### Placement by cell class, run 1

Fill, decap, tap and diode cells in gray.
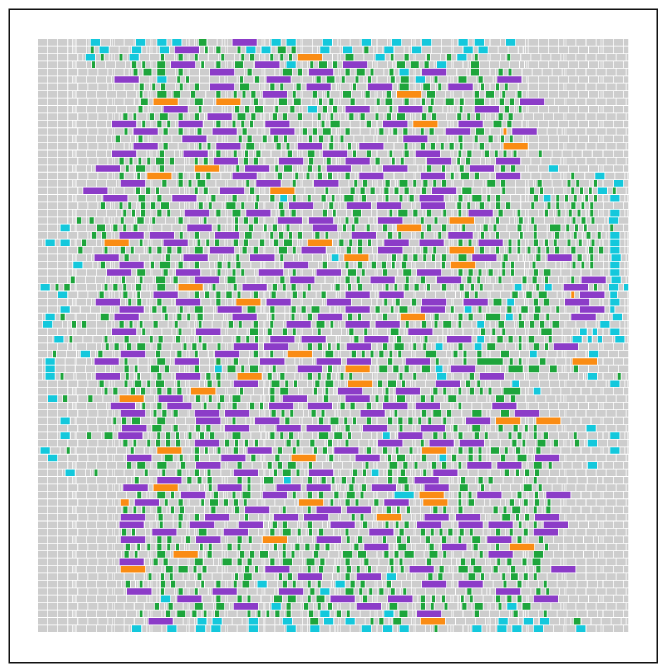
### Routed metal per tile, run 1

Scale bar: 50 um. 24 x 24 tiles, from dark blue (low) to red (high), scaled to the fullest tile. Values are wire area over tile area, all layers added.
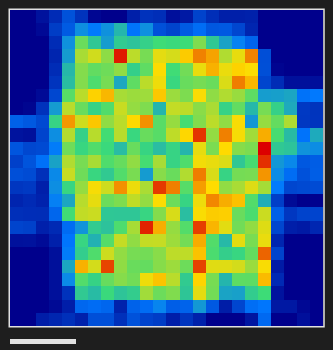
### M1 wires, run 1

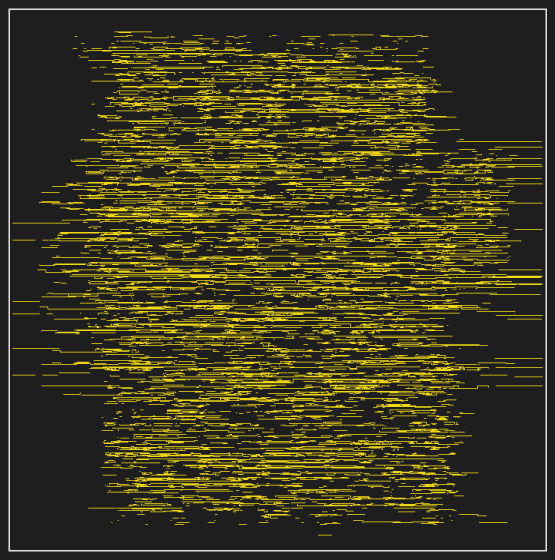
--- src/rtl/regfile_scoreboard.sv ---
// rtl/regfile_scoreboard.sv - eight-entry register file with pending-write scoreboard
//
// Purpose: holds r1..r7 (r0 reads as zero), tracks outstanding writebacks per
// register, and gates instruction issue on RAW/WAW hazards.
// Writeback data and hazard clearing are forwarded in the same cycle.
//
// Ports:
//   clk, reset        clock, asynchronous active-high reset
//   ra_sel, rb_sel    read port indices; ra_data, rb_data combinational operands
//   issue_valid/uses_a/uses_b/wr/dst  decoded instruction; issue_ready combinational
//   wb_en, wb_sel, wb_data            writeback strobe, index, value
//   pending           registered scoreboard bits
//   wb_err            sticky writeback-to-non-pending flag
module regfile_scoreboard #(
  parameter int WIDTH = 32
) (
  input  logic             clk,
  input  logic             reset,
  input  logic [2:0]       ra_sel,
  input  logic [2:0]       rb_sel,
  output logic [WIDTH-1:0] ra_data,
  output logic [WIDTH-1:0] rb_data,
  input  logic             issue_valid,
  input  logic             issue_uses_a,
  input  logic             issue_uses_b,
  input  logic             issue_wr,
  input  logic [2:0]       issue_dst,
  output logic             issue_ready,
  input  logic             wb_en,
  input  logic [2:0]       wb_sel,
  input  logic [WIDTH-1:0] wb_data,
  output logic [7:0]       pending,
  output logic             wb_err
);

  // Entry 0 is never written, so it stays at its reset value of zero.
  logic [WIDTH-1:0] r_regs [8];
  logic [7:0]       r_pending;
  logic             r_wb_err;

  logic [7:0]       w_wb_onehot;
  logic [7:0]       w_issue_onehot;
  logic [7:0]       w_epend;
  logic             w_issue_fire;
  logic [7:0]       w_pending_next;

  assign w_wb_onehot    = wb_en ? (8'b1 << wb_sel) : 8'b0;
  assign w_issue_onehot = 8'b1 << issue_dst;

  // A writeback landing this cycle already resolves the hazard on its index.
  assign w_epend = r_pending & ~w_wb_onehot;

  assign issue_ready = !(issue_uses_a && w_epend[ra_sel]) &&
                       !(issue_uses_b && w_epend[rb_sel]) &&
                       !(issue_wr     && w_epend[issue_dst]);

  assign w_issue_fire = issue_valid && issue_ready && issue_wr;

  // Clear from writeback first, then set from issue so a same-index issue wins.
  always_comb begin
    w_pending_next = r_pending & ~w_wb_onehot;
    if (w_issue_fire) begin
      w_pending_next = w_pending_next | w_issue_onehot;
    end
    w_pending_next[0] = 1'b0;
  end

  always_comb begin
    ra_data = r_regs[ra_sel];
    if (wb_en && (wb_sel == ra_sel) && (ra_sel != 3'd0)) begin
      ra_data = wb_data;
    end
  end

  always_comb begin
    rb_data = r_regs[rb_sel];
    if (wb_en && (wb_sel == rb_sel) && (rb_sel != 3'd0)) begin
      rb_data = wb_data;
    end
  end

  always_ff @(posedge clk or posedge reset) begin
    if (reset) begin
      for (int i = 0; i < 8; i++) begin
        r_regs[i] <= '0;
      end
    end else if (wb_en && (wb_sel != 3'd0)) begin
      r_regs[wb_sel] <= wb_data;
    end
  end

  always_ff @(posedge clk or posedge reset) begin
    if (reset) begin
      r_pending <= 8'h00;
      r_wb_err  <= 1'b0;
    end else begin
      r_pending <= w_pending_next;
      if (wb_en && (wb_sel != 3'd0) && !r_pending[wb_sel]) begin
        r_wb_err <= 1'b1;
      end
    end
  end

  assign pending = r_pending;
  assign wb_err  = r_wb_err;

endmodule

--- config.mk ---
export PLATFORM = sky130hd
export DESIGN_NAME = regfile_scoreboard
export DESIGN_NICKNAME = d
export VERILOG_FILES = /design/src/rtl/regfile_scoreboard.sv
export SDC_FILE = /design/constraint.sdc
export NUM_CORES = 1
export LEC_CHECK = 0
export ABC_AREA = 1
export CELL_PAD_IN_SITES_DETAIL_PLACEMENT = 2
export CELL_PAD_IN_SITES_GLOBAL_PLACEMENT = 2
export CORE_AREA = 10 10 227 229
export CTS_CLUSTER_SIZE = 8
export DETAILED_ROUTE_END_ITERATION = 10
export DIE_AREA = 0 0 237 239
export PLACE_DENSITY = 0.76
export SYNTH_ARGS = -nofsm -noshare
export SYNTH_HDL_FRONTEND = slang
export SYNTH_SLANG_ARGS = --single-unit
--- constraint.sdc ---
create_clock -name clk -period 8.2 [get_ports clk]
set_clock_uncertainty 0.15 [all_clocks]
set_input_delay 0.82 -clock clk [delete_from_list [all_inputs] [get_ports clk]]
set_output_delay 0.82 -clock clk [all_outputs]
set_load 0.005 [all_outputs]
==> results.py, run 1 <==
# Metrics from the implementation run
metrics = {
    "yosys": {
        "enable_flop_cells": 0,
        "synth.top_cells.by_count": "sky130_fd_sc_hd__o21ai_0 (449), sky130_fd_sc_hd__nand2_1 (279), sky130_fd_sc_hd__dfrtp_1 (264)",
        "synth.cellmix.xorXnorShare_pct": 0.1220,
        "async_reset_ff_share_pct": 100.0,
        "synth_stat.cells": 1823,
        "synthDominantAreaCellType": "sky130_fd_sc_hd__dfrtp_1",
        "synth_area_um2": 14360,
        "synth.distinct_cells": 32,
        "netlist_logic_family_top": "AND-OR/OR-AND gates",
        "yosys_warnings": 0,
        "postSynthAreaPerCell_um2": 7.878,
        "synth.top_cell.area_share_pct": 46.00,
        "synth.yosys.chip_area_um2": 14360,
        "post_synth_and_or_nand_nor_area_fraction_pct": 16.12,
        "synth.area.top_cells": "sky130_fd_sc_hd__dfrtp_1 (46%), sky130_fd_sc_hd__o21ai_0 (16%), sky130_fd_sc_hd__nand2_1 (7.3%)",
        "synth_cells": 1823,
        "yosysMostFrequentCell": "sky130_fd_sc_hd__o21ai_0",
        "synthMuxAreaShare_pct": 0,
        "adder_share_pct": 0,
        "synth.yosys.seq_area_share_pct": 46.00,
        "synthAoiAreaFrac_pct": 29.53,
        "ys.flop_type": "sky130_fd_sc_hd__dfrtp_1",
        "synth_nets": 1874,
        "synth_flop_count": 264,
    },
    "worst_setup_path": {
        "r2r-end": "pending[4]",
        "worst_path_dominant_cell_family": "buffers and inverters",
        "path_cells": "buf_4, clkinv_2, a21oi_1, nand3_4, o21ai_1, clkdlybuf4s50_1",
        "critical_path_class": "primary input to output port",
        "r2r_startpoint": "pending[1]",
        "r2r_setup_slack_ns": 6.48,
        "critical_path.max_fanout": 71,
        "critical_path.n_buffers_inverters": 3,
        "worstPathArrival_ns": 4.68,
        "timing.critical_path.slowest_cell_delay_ns": 0.89,
        "critical-path-slowest-cell": "sky130_fd_sc_hd__clkinv_2",
        "timing.critical_path.required_ns": 7.23,
        "reg2regPathDepth": 9,
        "endpoint_class_of_the_critical_path": "output port",
        "cp-start-kind": "primary input",
    },
    "job": {
        "stage_log_warnings": 28,
        "cap_violations": 0,
    },
    "clock_tree": {
        "htree_levels": 2,
        "clock_tree_from_tritoncts": "yes",
        "cts_root_buffer": "sky130_fd_sc_hd__clkbuf_16",
        "clk_path_buf_depth": 3,
        "worstSkewPairLatency_ns": 0.54,
        "cts-hold-fix-buffers": 0,
        "number_of_buffers_created_by_cts": 39,
        "cts_resized": 0,
        "cts.reportedPaths.clkPinSlew_ns": 0.05,
        "cts_setup_buffers": 0,
        "clkSinkCount": 264,
    },
    "die": {
        "floorplan.io_pins": 125,
        "floorplan.core_area_um2": 47150,
        "design.die.area_um2": 56640,
        "die_width_um": 237,
        "floorplan.die.height_um": 239,
        "floorplanUtilization_pct": 30.46,
    },
    "global_routing": {
        "grt_antenna_before_repair": 0,
        "grt_pass1_vias": 15502,
        "grt_pass1_wl_mm": 94.27,
        "maximum_number_of_pins_on_one_net_before_global_route_repair": 163,
        "grt_overflow": 0,
    },
    "drt": {
        "first_pass_iters": 5,
        "drc_errors": 0,
        "route.antenna.remaining_nets": 0,
        "vias": 13898,
        "drt-vias-per-instance": 5.691,
        "drt_first_iter_violations": 993,
        "drt-wirelength-per-cell_um": 24.76,
    },
    "hold_path": {
        "hp-class": "flop to flop",
        "hold_path_end": "r_regs[238]",
        "hold_path.startpoint": "r_regs[238]",
        "timing.hold.worst_path_depth": 0,
    },
    "cells_and_area": {
        "nNetsFinal": 1875,
        "layout.filler_cells": 5255,
        "layout-drive-gt1-share_pct": 8.758,
        "layout.cells.most_common": "sky130_fd_sc_hd__o21ai_0",
        "regArea_um2": 6606,
        "diodes": 0,
        "finish.cell_count_without_fillers": 2442,
        "multi_input_comb_area_um2": 6615,
        "area_grow_syn2layout_pct": 16.76,
        "stdcell_area_um2": 16770,
        "final_layout_top_logic_cells": "sky130_fd_sc_hd__o21ai_0 (449), sky130_fd_sc_hd__nand2_1 (273), sky130_fd_sc_hd__dfrtp_1 (264)",
    },
    "place": {
        "routabilityCongestion": 0.7772,
        "port_buffers": 123,
        "placedInstanceArea_um2": 15730,
        "place_hpwl_mm": 33.48,
        "post-place-ws_ns": 2.487,
        "placed_cells": 2398,
    },
    "final_timing": {
        "finalCriticalPeriod_ns": 5.645,
        "worst_slew_pin_tran_ns": 1.146,
        "report.final.hold_viol_count": 0,
        "worst_slew_slack_as_a_fraction_of_its_limit_pct": 23.62,
        "fin_crit_sh_pct": 68.84,
        "slew_violations": 0,
        "postLayoutSetupSlackWorst_ns": 2.555,
        "unrepaired_setup_endpoints_after_global_routing": "no",
        "upper_clock_frequency_limit_mhz": 177.1,
        "setup_viol_count_final": 0,
        "whs_ns": 0.2464,
        "tns_ns": 0,
    },
    "power": {
        "design_power_total_w": 0.004016,
        "worst_ir_drop_vdd_mv": 0.1174,
        "power.density_nw_per_um2": 239.5,
        "static_leakage_nw": 7.278,
    },
    "run_status": {
        "status": "completed",
    },
}
Back to the opening pictures, 'Placement by cell class':
registers -> purple  # cells 264, share of their area 41%
clock drivers and dummy loads -> orange  # cells 44, share of their area 6.5%
remaining buffers and delay cells -> cyan  # cells 146, share of their area 8.7%
remaining logic cells -> green  # cells 1373, share of their area 44%
# rows: 80
Core Util, Final: 35.57%

Back to the opening pictures, 'Routed metal per tile':
fullest tile = 0.44
tiles over half the peak = 43%
emptiest ninth of the die = lower left
mean over tiles = 0.17
densest ninth of the die = center
Total Wirelength: 60.47 mm
total routing resource utilization after global routing: 21.00%

Back to the opening pictures, 'M1 wires':
share of all routed wire = 45%
nets with wire on the layer = 1749
main direction = horizontal

==> run 1: logic make-up (layout without fill, tap and decap cells) <==
logic type             count (synthesis)  in the layout
AND/OR/NAND/NOR                      547            547
buffers and inverters                277            281
other                                  1              1
AND-OR/OR-AND                        732            732
flip-flops                           264            264
XOR/XNOR                               2              2
==> run 1: worst max path at each step <==
stage                        to      start  cells past startpoint  slack (ns)
global placement    rb_data[14]  rb_sel[0]                      6        2.64
detailed placement  rb_data[14]  rb_sel[0]                      6        2.49
CTS                 rb_data[14]  rb_sel[0]                      6        2.46
global route        rb_data[14]  rb_sel[0]                      6        2.24
finish              rb_data[14]  rb_sel[0]                      6        2.55
floorplan            pending[1]      reset                      1        3.75
==> run 1: metal layers <==
metal  vias up  share of wire, %  track usage [%]
li1       6253                 -                -
met1      7262                45            26.57
met2       293                49            36.26
met3        90               3.9            2.919
met4         0               2.2            6.524
met5         -                 0                0
==> run 1: area by class of cell <==
type                    instances  area share, %
flip-flops and latches        264          39.40
well taps                     615          4.589
inverters                      91          2.067
repair buffers                146          8.282
clock buffers                  43          6.163
clock inverters                 1        0.05223
multi-input cells            1282          39.45
==> run 1: sequential cells by signal (all words and copies together) (netlist names) <==
name / count
r_regs: 256
wb_err: 1
pending: 7
==> run 1: where the power goes <==
part           leakage (nW)  total (W)  internal, W  switching, W
sequential             3.37    0.00169      0.00152      0.000173
clock                 0.512    0.00147     0.000876      0.000599
combinational          3.40   0.000849     0.000340      0.000508
==> run 2, diff against run 1 <==
==> constraint.sdc (replaced) <==
create_clock -name clk -period 4.8 [get_ports clk]
set_clock_uncertainty 0.15 [all_clocks]
set_input_delay 0.48 -clock clk [delete_from_list [all_inputs] [get_ports clk]]
set_output_delay 0.48 -clock clk [all_outputs]
set_load 0.005 [all_outputs]
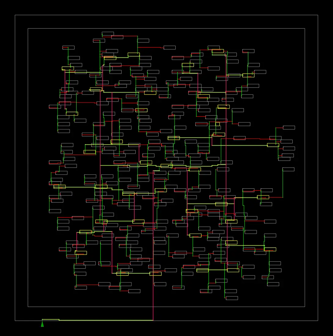
*Clock routing, run 2*
final-layout clock buffer total: 39
clock sink count: 264
insertion delay at the late pin of the worst-skew pair: 0.55 ns
flip-flop and latch count: 264
number of buffers created by CTS: 38

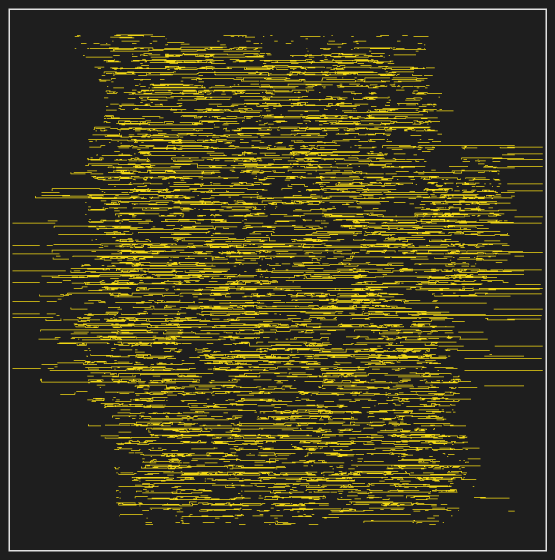
*M1 wires, run 2*
share of all routed wire = 45%
longest straight run = 62.6 um
nets with wire on the layer = 1764
main direction = horizontal
wire length on this layer = 26.8 mm
Total Wirelength: 60.17 mm
detailed-route via count: 14.06k
met1 usage in global routing: 27.03%

==> run 2 against run 1 <==
  * Count of clock-buffer cells in the layout shrank 4
  * Sequential share of layout area is 0.16 points lower
  * Clock power up 65%
  * Critical endpoint is now rb_data[21]
  * Non-clock buffer count is 7 higher
  * Register-to-register slack worse by 3.4 ns
  * Sequential power is 71% higher
  * Combinational power grew 72%
  * Worst setup slack worse by 1.6 ns
  * Core utilization is 0.15 points higher
  * Largest cell class unchanged
==> results.py, run 2 <==
# Metrics from the implementation run
metrics = {
    "drt": {
        "drt-vias-per-instance": 5.752,
        "drt_first_iter_violations": 978,
        "drt-wirelength-per-cell_um": 24.61,
        "first_pass_iters": 5,
    },
    "final_timing": {
        "worst_slew_slack_as_a_fraction_of_its_limit_pct": 33.63,
        "whs_ns": 0.2474,
        "finalCriticalPeriod_ns": 3.894,
        "upper_clock_frequency_limit_mhz": 256.8,
        "setup_viol_count_final": 0,
        "report.final.hold_viol_count": 0,
        "slew_violations": 0,
        "worst_slew_pin_tran_ns": 0.9956,
        "fin_crit_sh_pct": 81.12,
    },
    "yosys": {
        "synth.top_cell.area_share_pct": 46.00,
        "enable_flop_cells": 0,
        "synth.yosys.chip_area_um2": 14360,
        "yosysMostFrequentCell": "sky130_fd_sc_hd__o21ai_0",
        "synthAoiAreaFrac_pct": 29.53,
        "post_synth_and_or_nand_nor_area_fraction_pct": 16.12,
        "synth_stat.cells": 1823,
        "postSynthAreaPerCell_um2": 7.878,
        "synthDominantAreaCellType": "sky130_fd_sc_hd__dfrtp_1",
        "synth.area.top_cells": "sky130_fd_sc_hd__dfrtp_1 (46%), sky130_fd_sc_hd__o21ai_0 (16%), sky130_fd_sc_hd__nand2_1 (7.3%)",
        "synth_area_um2": 14360,
        "synthMuxAreaShare_pct": 0,
        "synth.cellmix.xorXnorShare_pct": 0.1220,
        "yosys_warnings": 0,
        "synth_cells": 1823,
        "synth_flop_count": 264,
        "synth.top_cells.by_count": "sky130_fd_sc_hd__o21ai_0 (449), sky130_fd_sc_hd__nand2_1 (279), sky130_fd_sc_hd__dfrtp_1 (264)",
    },
    "worst_setup_path": {
        "worstPathArrival_ns": 3.26,
        "cp-start-kind": "primary input",
        "critical_path_class": "primary input to output port",
        "r2r_setup_slack_ns": 3.13,
        "timing.critical_path.required_ns": 4.17,
        "r2r-end": "pending[2]",
        "r2r_startpoint": "pending[2]",
        "reg2regPathDepth": 9,
        "endpoint_class_of_the_critical_path": "output port",
    },
    "cells_and_area": {
        "multi_input_comb_area_um2": 6615,
        "layout.cells.most_common": "sky130_fd_sc_hd__o21ai_0",
        "regArea_um2": 6606,
        "layout-drive-gt1-share_pct": 9.016,
        "final_core_util_pct": 35.72,
        "stdcell_area_um2": 16840,
        "layout.filler_cells": 5305,
        "largest_register_ff_count": 256,
        "nNetsFinal": 1881,
        "area_grow_syn2layout_pct": 17.25,
        "final_layout_top_logic_cells": "sky130_fd_sc_hd__o21ai_0 (449), sky130_fd_sc_hd__nand2_1 (273), sky130_fd_sc_hd__dfrtp_1 (264)",
        "diodes": 0,
    },
    "clock_tree": {
        "clock_tree_from_tritoncts": "yes",
        "clk_path_buf_depth": 3,
        "cts_setup_buffers": 0,
        "cts_resized": 0,
        "cts_root_buffer": "sky130_fd_sc_hd__clkbuf_16",
        "cts-hold-fix-buffers": 0,
        "htree_levels": 2,
    },
    "global_routing": {
        "groute.usage.overall_pct": 20.91,
        "maximum_number_of_pins_on_one_net_before_global_route_repair": 137,
        "grt_overflow": 0,
        "grt_antenna_before_repair": 0,
        "grt_pass1_vias": 15344,
    },
    "die": {
        "design.die.area_um2": 56640,
        "floorplan.core_area_um2": 47150,
        "die_width_um": 237,
        "rows": 80,
        "floorplanUtilization_pct": 30.46,
    },
    "run_status": {
        "status": "completed",
    },
    "hold_path": {
        "timing.hold.worst_path_depth": 0,
        "hold_path.startpoint": "r_regs[227]",
        "hold_path_end": "r_regs[227]",
    },
    "place": {
        "placedInstanceArea_um2": 15850,
        "routabilityCongestion": 0.7931,
        "port_buffers": 123,
        "place_hpwl_mm": 34.08,
    },
    "power": {
        "static_leakage_nw": 7.309,
        "worst_ir_drop_vdd_mv": 0.1829,
    },
    "job": {
        "stage_log_warnings": 32,
        "cap_violations": 0,
    },
}
==> run 2: cell counts after synthesis <==
Identical to the previous run, type by type.
==> run 2: worst max path at each step <==
stage	startpoint	endpoint	cells after the start
3_5_place_dp	wb_sel[0]	rb_data[21]	7
4_1_cts	wb_sel[0]	rb_data[21]	7
3_3_place_gp	wb_sel[0]	rb_data[5]	7
2_1_floorplan	reset	pending[1]	1
5_1_grt	wb_sel[0]	issue_ready	12
6_report	wb_sel[0]	rb_data[21]	7
==> run 2: area by class of cell <==
type,instances,share of cell area (%)
multi-input cells,1282,39.29
flip-flops and latches,264,39.23
repair buffers,153,9.006
clock buffers,39,5.796
well taps,615,4.570
inverters,91,2.058
clock inverters,1,0.05201
==> run 2: through the flow <==
step	total power, W	setup WS, ns	instances
after floorplan	0.003705	0.6865	1823
after global placement	0.004287	0.9924	2405
after detailed placement	0.004379	0.8755	2405
after CTS	0.006845	0.8767	2445
after global routing	0.007166	0.7539	2445
final	0.006779	0.9060	2445
==> run 2: layer usage <==
metal / up-vias / wire [um] / track usage (%)
met4: 0 / 1538 / 6.852
met5: - / 0 / 0
met3: 101 / 2732 / 2.815
met1: 7323 / 26850 / 27.03
met2: 356 / 29050 / 35.31
li1: 6284 / - / -
==> run 2: cell families (layout without fill, tap and decap cells) <==
family,count (synthesis),in the layout
compound gates,732,732
simple gates,547,547
buf+inv,277,284
flops,264,264
xor+xnor,2,2
other cells,1,1
==> run 2: power breakdown <==
part	switching (W)	internal, W
logic	0.000870	0.000591
registers	0.000295	0.00260
clock network	0.00100	0.00142
total	0.00217	0.00461
Power figures rest on the tool's default switching activity, not on a simulated workload.
